`src/rtl/fport_check.sv`:
```
// fport_check: synchronises a constant-pattern bus, waits a settle window, then flags and counts mismatches
module fport_check #(
  parameter int WIDTH = 4,
  parameter logic [WIDTH-1:0] PATTERN = 4'b1010,
  parameter int SETTLE = 10,
  parameter int CNT_W = 8
) (
  input  logic             clk,
  input  logic             rst,
  input  logic [WIDTH-1:0] data,
  input  logic             start,
  input  logic             clear,
  output logic             busy,
  output logic             ok,
  output logic             err,
  output logic [CNT_W-1:0] err_count,
  output logic [WIDTH-1:0] sampled
);
  localparam int SW = SETTLE > 1 ? $clog2(SETTLE) : 1;
  typedef enum logic [1:0] {IDLE, SET, CHK} state_t;
  state_t state, nxt;
  logic [SW-1:0] cnt;
  logic [WIDTH-1:0] s1;
  always_ff @(posedge clk)
    if (rst) state <= IDLE;
    else state <= nxt;
  always_comb
    nxt = clear ? IDLE :
          (state == IDLE && start) ? SET :
          (state == SET && cnt == '0) ? CHK : state;
  always_comb begin
    busy = state != IDLE;
    ok = state == CHK && !err;
  end
  always_ff @(posedge clk)
    if (rst) begin
      s1 <= '0;
      sampled <= '0;
      cnt <= '0;
      err <= 1'b0;
      err_count <= '0;
    end else begin
      s1 <= data;
      sampled <= s1;
      if (clear) begin
        cnt <= '0;
        err <= 1'b0;
        err_count <= '0;
      end else if (state == IDLE && start) begin
        cnt <= SW'(SETTLE - 1);
        err <= 1'b0;
        err_count <= '0;
      end else if (state == SET) cnt <= cnt - SW'(1);
      else if (state == CHK && sampled != PATTERN) begin
        err <= 1'b1;
        if (~&err_count) err_count <= err_count + CNT_W'(1);
      end
    end
endmodule

```
`config.mk`:
```
export PLATFORM = sky130hd
export DESIGN_NAME = fport_check
export DESIGN_NICKNAME = d
export VERILOG_FILES = /design/src/rtl/fport_check.sv
export SDC_FILE = /design/constraint.sdc
export NUM_CORES = 1
export LEC_CHECK = 0
export ABC_AREA = 1
export CAP_MARGIN = 5
export CORE_ASPECT_RATIO = 1.5
export CORE_MARGIN = 3
export CORE_UTILIZATION = 40
export CTS_CLUSTER_DIAMETER = 50
export DETAILED_ROUTE_END_ITERATION = 10
export HOLD_SLACK_MARGIN = 0.12
export PLACE_DENSITY = 0.8
export RECOVER_POWER = 25
export SYNTH_ARGS = -nofsm -noshare
export SYNTH_HDL_FRONTEND = slang
export SYNTH_SLANG_ARGS = --single-unit
```
`constraint.sdc`:
```
create_clock -name clk -period 1.21 [get_ports clk]
set_input_delay 0.363 -clock clk [delete_from_list [all_inputs] [get_ports clk]]
set_output_delay 0.363 -clock clk [all_outputs]
set_load 0.05 [all_outputs]
```
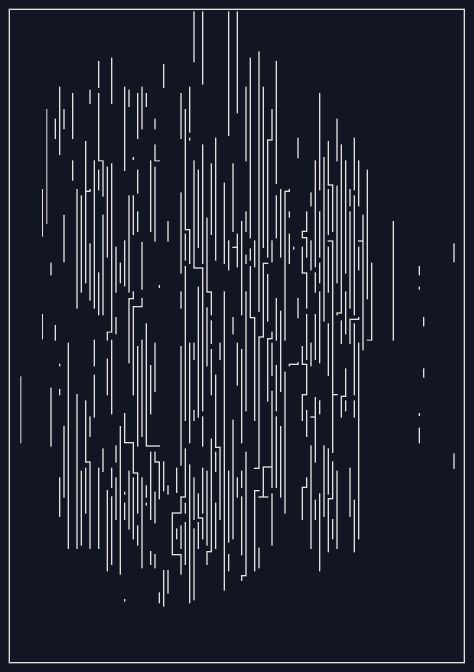
(images/m2.png)
wire length on this layer	1720 um
nets with wire on the layer	199
share of all routed wire	59%
longest straight run	31.6 um
main direction	vertical
met2 usage: 0.294
via count: 1162

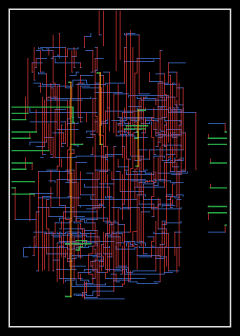
(images/layers.png)
colour	layer	wire length
red	M2	1720 um
orange	M4	74.8 um
green	M3	109 um
blue	M1	1010 um

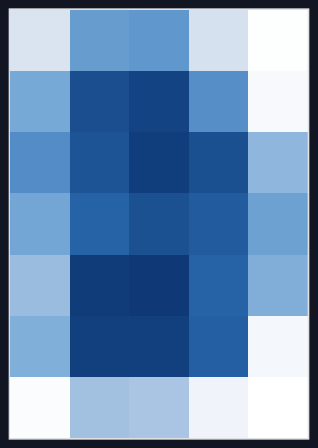
(images/util_map.png)
5 x 7 tiles, from white (low) to dark blue (high), 0 to 100% covered.
tiles over 75% full	40%
mean over tiles	55%
densest ninth of the die	centre

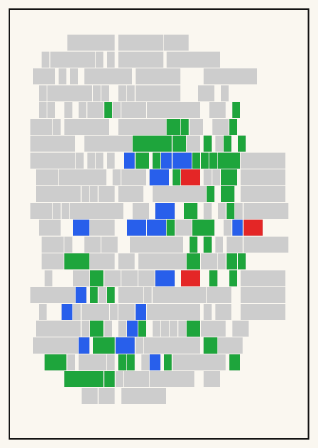
(images/gates.png)
colour	family	cells
red	xor and xnor cells	3
green	nand cells	47
blue	aoi and oai cells	17

==> job_summary.md <==
## PnR job results

| Metric | Value |
|---|---|
| Outcome | `finished, violations left` |
| Failing checks | `setup timing` |
| Core area | `2500 um^2` |
| N_diodes | `0` |
| Tightest Hold Check Type | `reg -> reg` |
| Final setup fails | `23` |
| RePlAce Congestion | `around 0.8` |
| Delay-heaviest family, CP | `flip-flops` |
| Area added between synthesis and finish | `76.8%` |
| HPWL Detailed | `~1.8 mm` |
| CP required | `~850 ps` |
| Post-route ant nets | `0` |
| Final WS setup | `-316 ps` |
| XORs/XNORs by Area | `0.0246` |
| Nets@finish | `~220` |
| WP buf/inv | `3` |
| Hold path depth | `2` |
| Crit path cell chain | `inv_4 > nor2_4 > inv_2 > nor2_4 > buf_12` |
| Final Slew Violations | `0` |
| Die H | `roughly 69 um` |
| Chip area | `between 3000 and 4000 um^2` |
| GRT met3 Usage | `0.0364` |
| Clock slew at reported path FFs | `roughly 120 ps` |
| Worst path max stage delay | `just under 400 ps` |
| Comb area leader | `simple AND/OR/NAND/NOR gates` |
## flip-flops by register name (all words and copies together) (netlist names)
| register | count |
|---|---|
| err_count | 8 |
| err | 1 |
| cnt | 4 |
| s1 | 4 |
| state | 2 |
| sampled | 4 |
## Yosys cell counts
| master | n | area (um^2) |
|---|---|---|
| nand2_1 | 35 | 131 |
| inv_1 | 28 | 105 |
| nor2_1 | 28 | 105 |
| dfxtp_1 | 23 | 460 |
| a21oi_1 | 8 | 40.0 |
| nand3_1 | 8 | 40.0 |
| o21ai_0 | 8 | 40.0 |
| ha_1 | 3 | 37.5 |
| nor2_4 | 3 | 33.8 |
| nand2_2 | 2 | 12.5 |
| xor2_1 | 2 | 17.5 |
| a21boi_0 | 1 | 7.51 |
| buf_2 | 1 | 5.00 |
| inv_2 | 1 | 3.75 |
| nand3_2 | 1 | 10.0 |
| nand3b_1 | 1 | 7.51 |
| xnor2_1 | 1 | 8.76 |
## area by class of cell
cell class | count | area (um^2) | area share
clock buffer | 4 | 26.3 | 0.0139
multi-input combinational | 101 | 616 | 0.327
inverter | 29 | 111 | 0.0591
tap | 36 | 45.0 | 0.0239
timing repair buffer | 48 | 584 | 0.310
sequential | 23 | 502 | 0.266
## where the power goes
| part | internal (W) | total [W] | leakage (nW) | switching, W |
|---|---|---|---|---|
| logic | 0.000105 | 0.000213 | 0.578 | 0.000108 |
| clock network | 0.000129 | 0.000359 | 0.0150 | 0.000230 |
| registers | 0.000759 | 0.000774 | 0.197 | 0.0000147 |
| total | 0.000994 | 0.00135 | 0.790 | 0.000353 |
## layer usage
layer	part of all wire	vias up
li1	-	565
met1	0.35	551
met2	0.59	39
met3	0.037	7
met4	0.025	0
met5	0	-
Power and IR drop assume default switching activity.
